**src/rtl/sie_pkg.sv**
```systemverilog
// Shared definitions for the SIE receive path: line states, PID codes, CRC constants, FSM states.
package sie_pkg;

  localparam logic [1:0] LS_SE0 = 2'b00;
  localparam logic [1:0] LS_K   = 2'b01;
  localparam logic [1:0] LS_J   = 2'b10;
  localparam logic [1:0] LS_SE1 = 2'b11;

  typedef enum logic [1:0] {
    CLS_SPECIAL   = 2'b00,
    CLS_TOKEN     = 2'b01,
    CLS_HANDSHAKE = 2'b10,
    CLS_DATA      = 2'b11
  } pid_class_t;

  localparam logic [7:0] PID_OUT   = 8'hE1;
  localparam logic [7:0] PID_IN    = 8'h69;
  localparam logic [7:0] PID_DATA0 = 8'hC3;
  localparam logic [7:0] PID_ACK   = 8'hD2;

  localparam logic [4:0]  CRC5_POLY      = 5'h05;
  localparam logic [4:0]  CRC5_RESIDUAL  = 5'h0C;
  localparam logic [15:0] CRC16_POLY     = 16'h8005;
  localparam logic [15:0] CRC16_RESIDUAL = 16'h800D;

  typedef enum logic [2:0] {
    IDLE,
    RX_PID,
    RX_BODY,
    EOP_WAIT,
    DONE,
    ABORT
  } rx_state_t;

  function automatic logic pid_valid(input logic [7:0] pid);
    return pid[7:4] == ~pid[3:0];
  endfunction

endpackage

```
**src/rtl/sie_rx_crc_check.sv**
```systemverilog
// Serial CRC5/CRC16 checker: registers preset to all ones, residual compared after the CRC field.
module sie_rx_crc_check
  import sie_pkg::*;
(
  input  logic clock,
  input  logic reset,
  input  logic init,
  input  logic bit_en,
  input  logic bit_in,
  input  logic mode_crc16,
  output logic match
);

  logic [4:0]  crc5;
  logic [15:0] crc16;
  logic        fb5;
  logic        fb16;

  assign fb5  = bit_in ^ crc5[4];
  assign fb16 = bit_in ^ crc16[15];

  // Both polynomials run in parallel; the mode only picks which residual counts.
  always_ff @(posedge clock) begin
    if (!reset) begin
      crc5  <= '0;
      crc16 <= '0;
    end else if (init) begin
      crc5  <= '1;
      crc16 <= '1;
    end else if (bit_en) begin
      crc5  <= {crc5[3:0], 1'b0} ^ (fb5 ? CRC5_POLY : 5'h00);
      crc16 <= {crc16[14:0], 1'b0} ^ (fb16 ? CRC16_POLY : 16'h0000);
    end
  end

  assign match = mode_crc16 ? (crc16 == CRC16_RESIDUAL) : (crc5 == CRC5_RESIDUAL);

endmodule

```
**src/rtl/sie_rx_packet_decoder.sv**
```systemverilog
// SIE receive packet engine: NRZI decode, SYNC hunt, unstuff, byte assembly, PID/CRC/EOP checks.
// IDLE: hunt SYNC | RX_PID: first byte | RX_BODY: payload+CRC | EOP_WAIT: SE0 SE0 J | DONE: pulse | ABORT: drain to EOP
module sie_rx_packet_decoder
  import sie_pkg::*;
#(
  parameter int unsigned MAX_DATA_BYTES = 64,
  parameter int unsigned STUFF_LIMIT    = 6
) (
  input  logic       clock,
  input  logic       reset,
  input  logic       DP_line,
  input  logic       DM_line,
  output logic [7:0] parallel_op,
  output logic       byte_valid,
  output logic       Token_flag,
  output logic       Data_flag,
  output logic       Handshake_flag,
  output logic       Error_flag,
  output logic       crc_ok,
  output logic       packet_done
);

  localparam int unsigned ONES_W = $clog2(STUFF_LIMIT + 1);
  localparam int unsigned BC_W   = $clog2(MAX_DATA_BYTES + 4);

  rx_state_t         state, state_nxt;
  logic [1:0]        line;
  logic              prev_j;
  logic [6:0]        hist;
  logic [ONES_W-1:0] ones;
  logic [7:0]        shreg;
  logic [2:0]        bit_cnt;
  logic [BC_W-1:0]   byte_cnt;
  logic [BC_W-1:0]   body_max;
  logic              se0_two;
  logic              abort_se0;

  logic       is_jk, cur_j, dbit, in_rx, stuff_slot, keep, stuff_err;
  logic       byte_full, sync_hit, pid_ok, overrun, eop_good, crc_match;
  logic       has_crc, eop_err;
  logic [7:0] new_byte;
  pid_class_t pid_cls;

  assign line       = {DP_line, DM_line};
  assign is_jk      = (line == LS_J) || (line == LS_K);
  assign cur_j      = (line == LS_J);
  assign dbit       = (cur_j == prev_j);
  assign in_rx      = (state == RX_PID) || (state == RX_BODY);
  assign stuff_slot = (ones == ONES_W'(STUFF_LIMIT));
  assign keep       = in_rx && is_jk && !stuff_slot;
  assign stuff_err  = in_rx && is_jk && stuff_slot && dbit;
  assign byte_full  = keep && (bit_cnt == 3'd7);
  assign new_byte   = {dbit, shreg[7:1]};
  assign sync_hit   = (state == IDLE) && is_jk && ({hist, dbit} == 8'h01);
  assign pid_cls    = pid_class_t'(new_byte[1:0]);
  assign pid_ok     = pid_valid(new_byte) && (pid_cls != CLS_SPECIAL);
  assign overrun    = (state == RX_BODY) && byte_full && (byte_cnt == body_max);
  assign eop_good   = (state == EOP_WAIT) && (line == LS_J) && se0_two;
  assign has_crc    = Token_flag || Data_flag;
  assign eop_err    = !(Token_flag || Data_flag || Handshake_flag) || (bit_cnt != 3'd0) ||
                      (has_crc && (!crc_match || (byte_cnt < BC_W'(2))));
  assign packet_done = (state == DONE);

  always_comb begin
    body_max = BC_W'(MAX_DATA_BYTES + 2);
    if (Token_flag)
      body_max = BC_W'(2);
    else if (Handshake_flag)
      body_max = '0;
  end

  always_comb begin
    state_nxt = state;
    case (state)
      IDLE:
        if (sync_hit) state_nxt = RX_PID;
      RX_PID, RX_BODY: begin
        if (line == LS_SE1 || stuff_err)
          state_nxt = ABORT;
        else if (line == LS_SE0)
          state_nxt = EOP_WAIT;
        else if (byte_full && state == RX_PID)
          state_nxt = pid_ok ? RX_BODY : ABORT;
        else if (overrun)
          state_nxt = ABORT;
      end
      EOP_WAIT:
        if (line == LS_J)
          state_nxt = se0_two ? DONE : ABORT;
        else if (line != LS_SE0)
          state_nxt = ABORT;
      DONE:
        state_nxt = (line == LS_SE1) ? ABORT : IDLE;
      ABORT:
        if (line == LS_J && abort_se0) state_nxt = DONE;
      default:
        state_nxt = IDLE;
    endcase
  end

  always_ff @(posedge clock) begin
    if (!reset)
      state <= IDLE;
    else
      state <= state_nxt;
  end

  always_ff @(posedge clock) begin
    if (!reset) begin
      prev_j         <= 1'b1;
      hist           <= '1;
      ones           <= '0;
      shreg          <= '0;
      bit_cnt        <= '0;
      byte_cnt       <= '0;
      se0_two        <= 1'b0;
      abort_se0      <= 1'b0;
      parallel_op    <= '0;
      byte_valid     <= 1'b0;
      Token_flag     <= 1'b0;
      Data_flag      <= 1'b0;
      Handshake_flag <= 1'b0;
      Error_flag     <= 1'b0;
      crc_ok         <= 1'b0;
    end else begin
      byte_valid <= 1'b0;
      if (is_jk) prev_j <= cur_j;
      if (state == IDLE && is_jk) hist <= {hist[5:0], dbit};
      // Idle J decodes as 1s, so refilling with ones keeps stale packet bits from faking a SYNC.
      if (state == DONE) hist <= '1;

      if (sync_hit) begin
        Token_flag     <= 1'b0;
        Data_flag      <= 1'b0;
        Handshake_flag <= 1'b0;
        Error_flag     <= 1'b0;
        crc_ok         <= 1'b0;
        bit_cnt        <= '0;
        byte_cnt       <= '0;
        shreg          <= '0;
        ones           <= ONES_W'(1);
      end

      if (in_rx && is_jk) begin
        if (stuff_slot || !dbit)
          ones <= '0;
        else
          ones <= ones + ONES_W'(1);
      end

      if (keep) begin
        shreg   <= new_byte;
        bit_cnt <= bit_cnt + 3'd1;
        if (byte_full) begin
          parallel_op <= new_byte;
          byte_valid  <= 1'b1;
          if (state == RX_BODY) byte_cnt <= byte_cnt + BC_W'(1);
        end
      end

      if (state == RX_PID && byte_full && pid_ok) begin
        Token_flag     <= (pid_cls == CLS_TOKEN);
        Data_flag      <= (pid_cls == CLS_DATA);
        Handshake_flag <= (pid_cls == CLS_HANDSHAKE);
      end

      if (in_rx)
        se0_two <= 1'b0;
      else if (state == EOP_WAIT && line == LS_SE0)
        se0_two <= 1'b1;

      if (state != ABORT || line == LS_K)
        abort_se0 <= 1'b0;
      else if (line == LS_SE0)
        abort_se0 <= 1'b1;

      if (state_nxt == ABORT && state != ABORT)
        Error_flag <= 1'b1;

      if (eop_good) begin
        crc_ok     <= has_crc && crc_match;
        Error_flag <= eop_err;
      end
    end
  end

  sie_rx_crc_check u_crc (
    .clock      (clock),
    .reset      (reset),
    .init       (sync_hit),
    .bit_en     (keep && (state == RX_BODY)),
    .bit_in     (dbit),
    .mode_crc16 (Data_flag),
    .match      (crc_match)
  );

endmodule

```
**config.mk**
```make
export PLATFORM = sky130hd
export DESIGN_NAME = sie_rx_packet_decoder
export DESIGN_NICKNAME = d
export VERILOG_FILES = /design/src/rtl/sie_pkg.sv /design/src/rtl/sie_rx_crc_check.sv /design/src/rtl/sie_rx_packet_decoder.sv
export SDC_FILE = /design/constraint.sdc
export NUM_CORES = 1
export LEC_CHECK = 0
export ABC_AREA = 1
export CORE_UTILIZATION = 30
export CTS_BUF_LIST = sky130_fd_sc_hd__clkbuf_8 sky130_fd_sc_hd__clkbuf_16
export CTS_CLUSTER_SIZE = 12
export DETAILED_ROUTE_END_ITERATION = 8
export MAX_ROUTING_LAYER = met4
export PLACE_DENSITY = 0.45
export SYNTH_ARGS = -nofsm -noshare
export SYNTH_HDL_FRONTEND = slang
export SYNTH_HIERARCHICAL = 1
export SYNTH_SLANG_ARGS = --single-unit
```
**constraint.sdc**
```tcl
create_clock -name clock -period 3.3 [get_ports clock]
set_input_delay 0.66 -clock clock [delete_from_list [all_inputs] [get_ports clock]]
set_output_delay 0.66 -clock clock [all_outputs]
set_load 0.01 [all_outputs]
```
Fig. 1: routed metal, one color a layer
Drawn at 3 px/um. Two of the layers only.
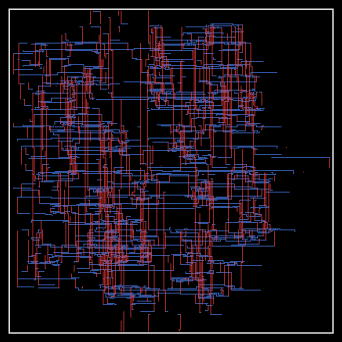
color	layer	wire length
red	metal 2	3790 um
blue	metal 1	4230 um
overall via count from detail_route: 2985
routed wirelength normalized by instance count: 13.3 um
GR Util All Layers: 16.0%
Routed Wire Length: 8370 um

Fig. 2: cell outlines without signal wires
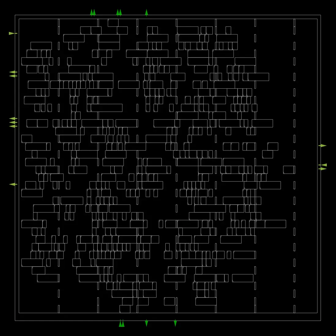
Final Non-Filler Cells: 627
core region area: 10800 um^2

Fig. 3: sequential cells grouped by signal name
Drawn at 6 px/um. Other sequential cells in the stronger gray, the rest of the logic in the fainter gray.
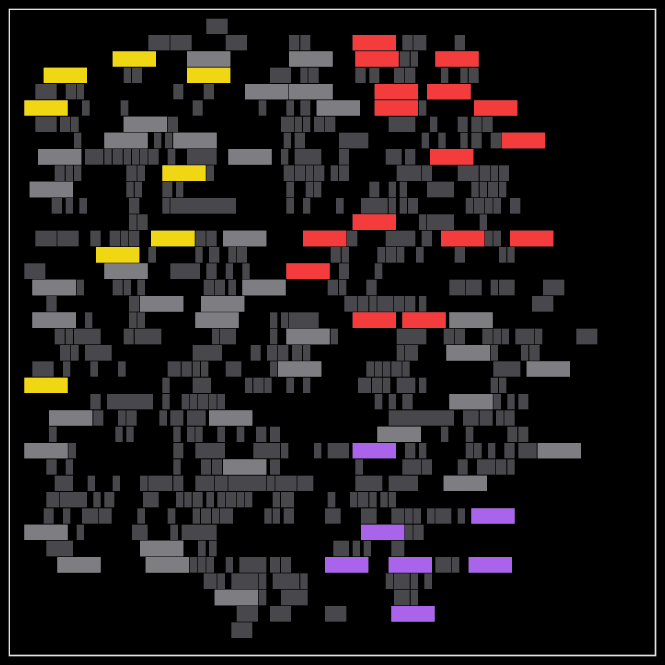
color	netlist name	placed flops
purple	hist	7
yellow	parallel_op	8
red	u_crc/crc16	16
not colored	37
register area: 1360 um^2
sequential fraction of total cell area: 34.9%
post-layout utilization of the core: 36.0%
Flop+latch power: 836 uW

==> notes.md <==
The flow completed. The later pin in the worst-skew pair is clocked with a latency of 350 ps. CTS added clock buffers totalling 9. The data required time reported for the critical path is 3540 ps. Worst-path maximum fanout landed at 13. STA reports the tightest min-delay check as being of type reg2reg. The synthesized design devotes to its leading area cell type 40.8% of total area.

The endpoint identified for the worst register-to-register timing path is u_crc/crc16[3]$_SDFFE_PN0P_. 0 antenna diodes ended up in the layout. Per the detail_route log, met3 wirelength is 236 um. Switching power total landed at ~430 uW. After synthesis the cells add up to 3340 um^2.

The synthesized netlist contains 40 unique library cells. Number of nets at floorplan landed at 470. The flow ran to the end, and the final reports show no timing, DRC or antenna violations. Looking at the global route congestion table, the highest-usage layer is met2.

Looking at the max-slew report, the worst-margin pin has a slew of 660 ps. Layout net count landed at 496. The synthesis stats list as the most numerous cell sky130_fd_sc_hd__nand2_1. Power in combinational cells landed at 96.6 uW.

By instance count after routing, the leading logic cell types are sky130_fd_sc_hd__nand2_1 (103), sky130_fd_sc_hd__dfxtp_1 (68), sky130_fd_sc_hd__inv_1 (58). Per the post-route antenna check, the number of violating nets is 0. The post-CTS hold buffer count recorded in the log is 0. Post-CTS setup-driven buffer insertion count landed at 0.

For flop-to-flop paths, the worst setup slack is 1130 ps. Setup repair after global routing left no endpoint under its margin. Looking at the group totals, the largest power group turns out to be sequential cells. On the final layout, the worst clock skew is 8.81 ps.

Of the synthesized area, sequential elements account for 40.8%. In this run the maximum-capacitance check reported violations numbering 0. According to the floorplan report, the die height is 107 um.

OpenSTA lists the critical path endpoint as u_crc/crc16[3]$_SDFFE_PN0P_. Maximum buffer depth of the clock tree landed at 2. Looking at the setup timing report, the critical path kind is in2reg. The worst register-to-register path begins at ones[0]$_SDFFE_PN0P_. Routed metal-1 wirelength landed at 4230 um.

Via count of the first global-routing pass landed at roughly 2800. Of the total power, the clock network draws roughly 46%. Number of antenna violations at the first check in global routing landed at 0.

Chip footprint landed at 11500 um^2. The floorplan report gives the top-level pin count as 19. Detailed routing placed a total of 3790 um of wire on met2. The script computed a power per unit cell area of 440 nW/um^2. Max-slew violation total from the final report landed at 0.

Counting every instance in the synthesized netlist gives approximately 460. Post-placement worst setup slack landed at 126 ps. Stage-log warning count landed at 31. For reference, the top cells by count after synthesis are sky130_fd_sc_hd__nand2_1 (103), sky130_fd_sc_hd__dfxtp_1 (68), sky130_fd_sc_hd__inv_1 (58). Number of enable-type register cells in the synthesized netlist landed at 0. Count of H-tree levels built during CTS landed at 3. In the hold timing report, the worst path depth is 1. The worst setup path is launched from a primary input. Yosys attributes the largest share of cell area to sky130_fd_sc_hd__dfxtp_1 (41%), sky130_fd_sc_hd__nand2_1 (12%), sky130_fd_sc_hd__a21oi_1 (7.8%). Routed signal wires occupy layers up through met4. TritonCTS built the clock tree. Time the final worst path needs with I/O delays and setup landed at 2780 ps. In this run the horizontal extent of the chip is between 100 and 150 um. Worst supply voltage drop on vdd landed at 0.000174 V. After legalization and detailed placement, the total HPWL measured around 6000 um. Tracing the worst setup path back leads to its startpoint at DM_line. Met1 track utilization from global routing landed at 21.6%. The flow reports power dissipated in the clock network as 787 uW.

The flow reports that sequential cells draw 48.6% of the design power. Count of buffers from port buffering landed at 18. Initial DRC count landed at around 140. The post-route netlist has between 10% and 20% of its cells at a drive strength greater than 1. The synth_stat.txt file lists the number of cells as 456. The number of cells on the worst reg-to-reg path is 9. Total count of hold-check failures in the final report landed at 0. Number of detailed-route iterations in the first pass landed at 4. CTS saw 68 sinks. The area growth from synthesis to layout is 17.0%. STA classifies the critical path endpoint as a flop. The tree is rooted in a sky130_fd_sc_hd__clkbuf_8. Yosys printed 6 warnings.

Looking at the cell usage after synthesis, the top flip-flop cell is sky130_fd_sc_hd__dfxtp_1. The startpoint identified for the worst hold timing path is se0_two$_SDFFE_PP0P_. For the worst setup path, the data arrival time is 3020 ps. The path with the worst hold slack has its endpoint at se0_two$_SDFFE_PP0P_. Combinational fraction of design power landed at between 5 and 6%.

Counting only logic cells after layout, the most numerous master is sky130_fd_sc_hd__nand2_1. Maximum number of pins on one net before global-route repair landed at 22. Headroom to the max-slew limit landed at 56.0%.

The first global-routing pass estimated 13900 um of wire.
==> cell families (layout without fill, tap and decap cells) <==
group / after synthesis / after routing / share of synthesized area, %
buffers and inverters: 75 / 106 / 9.41
AND/OR/NAND/NOR: 203 / 203 / 27.9
adder cells (fa/ha/maj): 10 / 10 / 3.75
AND-OR/OR-AND: 96 / 96 / 16.8
XOR/XNOR: 4 / 4 / 1.28
flip-flops: 68 / 68 / 40.8
==> critical path, stage by stage <==
cell and delay (ps):
sky130_fd_sc_hd__clkdlybuf4s50_1 500, sky130_fd_sc_hd__inv_1 70, sky130_fd_sc_hd__ha_1 270, sky130_fd_sc_hd__inv_1 130, sky130_fd_sc_hd__nand2_1 50, sky130_fd_sc_hd__nand2_1 210
sky130_fd_sc_hd__nor4_2 120, sky130_fd_sc_hd__nor2_2 540, sky130_fd_sc_hd__inv_2 180, sky130_fd_sc_hd__o21ai_0 210, sky130_fd_sc_hd__a21oi_1 60
==> per-stage QoR <==
stage	cell area, um^2	hold slack (ps)	total power, uW	util (%)	cells
after floorplan	3340	440	917	-	456
after global placement	3680	454	952	33.9	611
after detailed placement	3680	459	952	33.9	611
after CTS	3900	475	1740	36.0	627
after global routing	3900	491	1790	36.0	627
final	3900	473	1720	36.0	627
==> state kept, by name (all words and copies together), names as in the netlist, 3 cells and up <==
name / flops
u_crc/crc5: 5
parallel_op: 8
bit_cnt: 3
u_crc/crc16: 16
state: 3
shreg: 7
byte_cnt: 7
hist: 7
ones: 3
==> cell type report <==
| class | instances | area (um^2) |
|---|---|---|
| Inverter | 65 | 244 |
| Timing Repair Buffer | 25 | 233 |
| Sequential cell | 68 | 1360 |
| Tap cell | 140 | 175 |
| Clock buffer | 9 | 124 |
| Multi-Input combinational cell | 313 | 1670 |
| Clock inverter | 7 | 98.8 |
| Fill cell | 1188 | 6940 |
Power figures rest on the tool's default switching activity, not on a simulated workload.
